--- src/rtl/btb_predictor.sv ---
// rtl/btb_predictor.sv - direct-mapped branch target buffer with 2-bit direction counters
//
// Purpose: looks up the fetch PC each cycle and supplies the predicted next
// fetch PC; trains from resolved branch outcomes reported by EX; flags
// mispredictions with a flush and the corrected redirect PC; keeps hit and
// misprediction statistics.
//
// Ports:
//   clock, reset          - clock; asynchronous active-high reset
//   fetch_pc              - PC being fetched this cycle
//   pred_taken            - lookup hit with counter in a taken state
//   pred_target           - predicted next fetch PC
//   upd_valid             - a resolved control-flow instruction is presented
//   upd_pc, upd_taken     - its PC and actual direction
//   upd_target            - its actual taken target
//   upd_pred_taken/target - the prediction that was made for it at fetch
//   flush, redirect_pc    - misprediction squash and corrected next PC
//   hit_count             - number of cycles whose lookup hit
//   mispredict_count      - number of cycles with flush asserted
module btb_predictor #(
  parameter int ENTRIES = 16,
  parameter int PC_W    = 32,
  parameter int STAT_W  = 16,
  localparam int IDX_W  = $clog2(ENTRIES)
) (
  input  logic              clock,
  input  logic              reset,
  input  logic [PC_W-1:0]   fetch_pc,
  output logic              pred_taken,
  output logic [PC_W-1:0]   pred_target,
  input  logic              upd_valid,
  input  logic [PC_W-1:0]   upd_pc,
  input  logic              upd_taken,
  input  logic [PC_W-1:0]   upd_target,
  input  logic              upd_pred_taken,
  input  logic [PC_W-1:0]   upd_pred_target,
  output logic              flush,
  output logic [PC_W-1:0]   redirect_pc,
  output logic [STAT_W-1:0] hit_count,
  output logic [STAT_W-1:0] mispredict_count
);

  localparam int TAG_W = PC_W - IDX_W - 2;

  // Table kept as packed vectors so the whole table clears in one reset assignment.
  logic [ENTRIES-1:0]             valid_q;
  logic [ENTRIES-1:0][TAG_W-1:0]  tag_q;
  logic [ENTRIES-1:0][PC_W-1:0]   target_q;
  logic [ENTRIES-1:0][1:0]        ctr_q;
  logic [STAT_W-1:0]              hit_count_q, hit_count_d;
  logic [STAT_W-1:0]              mis_count_q, mis_count_d;

  logic [IDX_W-1:0] f_idx, u_idx;
  logic [TAG_W-1:0] f_tag, u_tag;
  logic             lk_hit, u_hit;

  logic             wr_en;
  logic [PC_W-1:0]  wr_target_d;
  logic [1:0]       wr_ctr_d;

  // Lookup reads only registered state, so a same-cycle update is not visible yet.
  assign f_idx       = fetch_pc[IDX_W+1:2];
  assign f_tag       = fetch_pc[PC_W-1:IDX_W+2];
  assign lk_hit      = valid_q[f_idx] && (tag_q[f_idx] == f_tag);
  assign pred_taken  = lk_hit && ctr_q[f_idx][1];
  assign pred_target = pred_taken ? target_q[f_idx] : fetch_pc + PC_W'(4);

  assign u_idx = upd_pc[IDX_W+1:2];
  assign u_tag = upd_pc[PC_W-1:IDX_W+2];
  assign u_hit = valid_q[u_idx] && (tag_q[u_idx] == u_tag);

  // A wrong direction, or a taken branch that went somewhere other than predicted.
  assign flush = upd_valid &&
                 ((upd_taken != upd_pred_taken) ||
                  (upd_taken && (upd_target != upd_pred_target)));
  assign redirect_pc = !flush   ? '0 :
                       upd_taken ? upd_target : upd_pc + PC_W'(4);

  always_comb begin
    wr_en       = 1'b0;
    wr_target_d = target_q[u_idx];
    wr_ctr_d    = ctr_q[u_idx];
    if (upd_valid) begin
      if (u_hit) begin
        wr_en = 1'b1;
        if (upd_taken) begin
          wr_target_d = upd_target;
          if (ctr_q[u_idx] != 2'd3) wr_ctr_d = ctr_q[u_idx] + 2'd1;
        end else if (ctr_q[u_idx] != 2'd0) begin
          wr_ctr_d = ctr_q[u_idx] - 2'd1;
        end
      end else if (upd_taken) begin
        // Allocate weakly taken; a not-taken miss leaves the table alone.
        wr_en       = 1'b1;
        wr_target_d = upd_target;
        wr_ctr_d    = 2'd2;
      end
    end
  end

  assign hit_count_d = lk_hit ? hit_count_q + STAT_W'(1) : hit_count_q;
  assign mis_count_d = flush  ? mis_count_q + STAT_W'(1) : mis_count_q;

  always_ff @(posedge clock or posedge reset) begin
    if (reset) begin
      valid_q     <= '0;
      tag_q       <= '0;
      target_q    <= '0;
      ctr_q       <= {ENTRIES{2'd1}};
      hit_count_q <= '0;
      mis_count_q <= '0;
    end else begin
      if (wr_en) begin
        valid_q[u_idx]  <= 1'b1;
        tag_q[u_idx]    <= u_tag;
        target_q[u_idx] <= wr_target_d;
        ctr_q[u_idx]    <= wr_ctr_d;
      end
      hit_count_q <= hit_count_d;
      mis_count_q <= mis_count_d;
    end
  end

  assign hit_count        = hit_count_q;
  assign mispredict_count = mis_count_q;

endmodule
--- config.mk ---
export PLATFORM = sky130hd
export DESIGN_NAME = btb_predictor
export DESIGN_NICKNAME = d
export VERILOG_FILES = /design/src/rtl/btb_predictor.sv
export SDC_FILE = /design/constraint.sdc
export NUM_CORES = 2
export LEC_CHECK = 0
export CORE_ASPECT_RATIO = 0.8
export CORE_MARGIN = 2
export CORE_UTILIZATION = 45
export CTS_BUF_LIST = sky130_fd_sc_hd__clkbuf_8
export DETAILED_ROUTE_END_ITERATION = 8
export GPL_ROUTABILITY_DRIVEN = 0
export HOLD_SLACK_MARGIN = 0.03
export PLACE_DENSITY = 0.67
export SETUP_SLACK_MARGIN = 0.02
export SLEW_MARGIN = 10
export SYNTH_ARGS = -nofsm -noshare
export SYNTH_HDL_FRONTEND = slang
export SYNTH_SLANG_ARGS = --single-unit
--- constraint.sdc ---
create_clock -name clock -period 97.3 [get_ports clock]
set_input_delay 9.73 -clock clock [delete_from_list [all_inputs] [get_ports clock]]
set_output_delay 9.73 -clock clock [all_outputs]
set_load 0.1 [all_outputs]
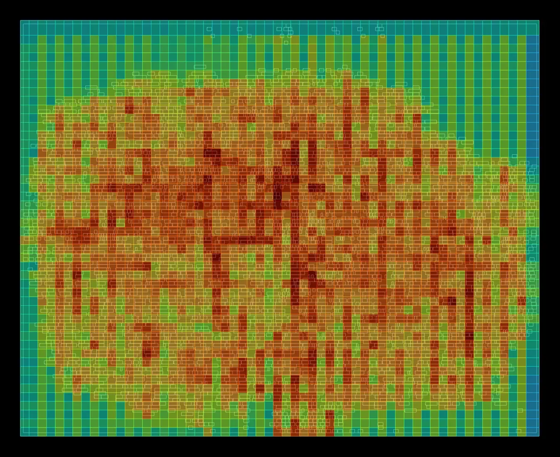
*Routing congestion*
GR Util met3: 0.0945
grt met2 use: 0.403
grt met1 use: 0.426

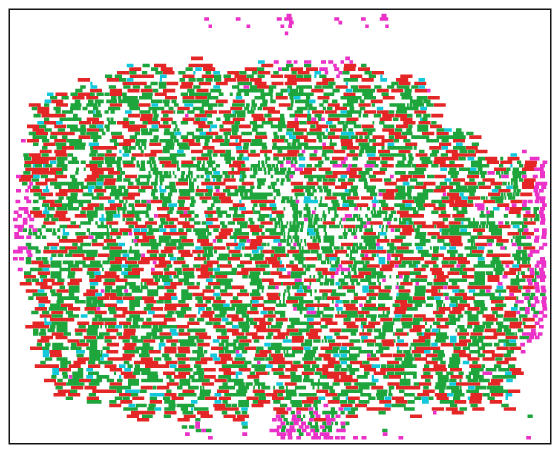
*Cell classes on the final placement*
- green: all other logic (cells 2606)
- cyan: clock drivers and dummy loads (cells 284)
- red: flip-flops (cells 1008)
- magenta: other buffers and delay cells (cells 335)
final instance area: 66200 um2
Core ar.: 131000 um2
FP Rows: 119
fin util: 0.503
flop share of the area: 0.381

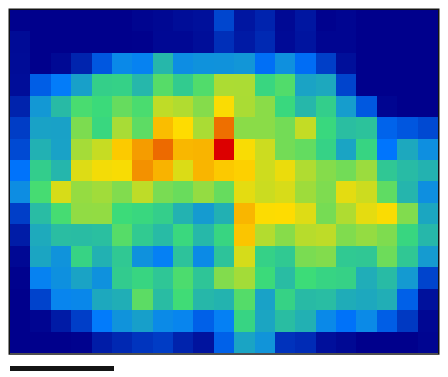
*Signal metal coverage by tile*
The bar under the picture is 100 um long. 21 x 16 tiles, from dark blue (low) to red (high), scaled to the fullest tile. Values are wire area over tile area, all layers added.
- densest ninth of the die: center
- nearly empty tiles: 17%
- tiles over half the peak: 30%
- mean over tiles: 0.25
- emptiest ninth of the die: upper right
- fullest tile: 0.68

==> changes_impl.md <==
## Implementation

* Most numerous logic cell after layout: dfrtp_1
* Cts hold-fix bufs at 0
* Rel. slew slack at 0.144
* Comb power frac at 0.244
* Status: finished clean
* CTS resizes at 0
* Fmax at 38.8 MHz
* Residual DRC at 0
* PwrDens at between 15 and 20 nW/um2
* Largest reg by FF count: target_q
* Total track usage at 0.291
* Biggest regs: target_q x512, tag_q x416, ctr_q x32
* Tot Pwr at 1.21 mW
* CTS tree: built
* Initial antenna violation count at 26
* Xor/xnor share at 0.0233
* Antenna diodes at 8
* Routed WL per cell at 32.7 um
* Inverters at 31
* Clk cell area share at 0.0497
* Startpoint types: primary input
* Die extent in y at 329 um
* Number of enable flip-flop cells at 0
* Cell Type Count at 78
* Synthesized area at 59500 um2
* LEAKAGE at 30.9 nW
* Worst-path clk slew at 0.06 ns
* DR top layer: met5
* Critical path class: in -> out
* Setup WS pre-CTS at just over 70 ns
* Comb_multi_in at ~2600
* Most frequent cells in the layout: 992 x dfrtp_1, 570 x mux2_4, 511 x mux4_2
* Synth area leaders: dfrtp_1 42%, mux4_2 19%, mux2_4 14%, mux2_2 7.7%, mux2i_1 2.5%
* Area fraction of the dominant cell type after synthesis at 0.417
* CP bufs+invs at 5
* Logic share of the area at 0.486
* Root Buffer: clkbuf_8
* Post-Syn Nets at 4124
* Final setup viols at 0
* DR iter-0 viols at 4409
* Sw Pwr at 0.374 mW
* Period utilization at 0.265
* Die width at 410 um
* Internal power at 0.837 mW
* MI comb area at 32100 um2
* Main flop type: dfrtp_1
* Final Critical Period at 25.79 ns
* Maximum VDD drop at 0.0187 mV
* Area of the die at between 100000 and 150000 um2
* Area after DPL at 62900 um2
* Final Hold Fails at 0
* Busiest grt layer: met1
* Data buffer area share at 0.0480
* Clock share of power at 0.314
* CTS sink cnt at 1008
* Critical Path End Type: output pin
* Post-DP HPWL at 123000 um
* Mux frac, synth at 0.440
* Slew @ Worst Pin at 1.28 ns
* Post-route non-filler standard cell count at 5995
* YS chip area at 59500 um2
* Met3 Routed Length at approximately 23000 um
* Filler cells at 11100
* Placed Instances at about 5700
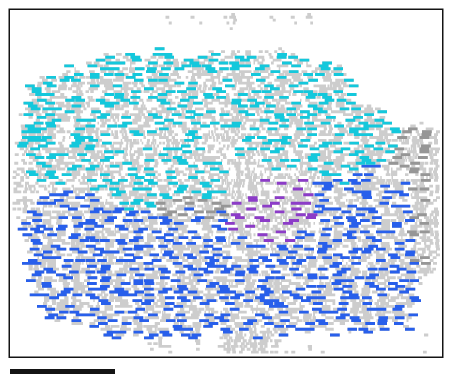
*Where the registers sit*
The bar under the picture is 100 um long. Other sequential cells in the stronger gray, the rest of the logic in the fainter gray.
- purple: `ctr_q` (sequential cells 32)
- blue: `target_q` (sequential cells 512)
- cyan: `tag_q` (sequential cells 416)
- not colored: 48
Seq. pwr: 0.535 mW
FF+latch area: 25200 um2

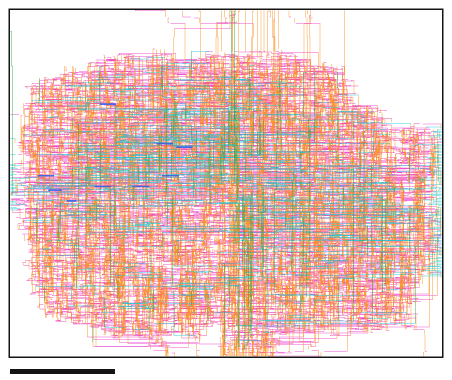
*Wiring by layer*
The bar under the picture is 100 um long.
- cyan: met3 (wire length 22.6 mm)
- magenta: met1 (wire length 84.4 mm)
- blue: met5 (wire length 116 um)
- orange: met2 (wire length 82.5 mm)
- green: met4 (wire length 6390 um)

==> power by group through the flow <==
stage / Clock (mW) / Sequential, mW / Combinational (mW)
final: 0.380 / 0.535 / 0.295
after global routing: 0.403 / 0.541 / 0.310
after CTS: 0.386 / 0.532 / 0.293
after detailed placement: 0 / 0.539 / 0.292
after global placement: 0 / 0.537 / 0.287
after floorplan: 0 / 0.533 / 0.214
==> worst paths after layout <==
check	from	endpoint	slack, ns	cells past startpoint
max	fetch_pc[3]	pred_target[18]	71.51	14
min	mispredict_count[15]	mispredict_count[15]	0.48	1
max reg2reg	tag_q[279]	target_q[318]	91.38	12
min reg2reg	mispredict_count[15]	mispredict_count[15]	0.48	1
max in group asynchronous	reset	tag_q[92]	84.10	6
min in group asynchronous	reset	target_q[65]	9.40	2
Power is estimated from default activity; no workload was simulated.
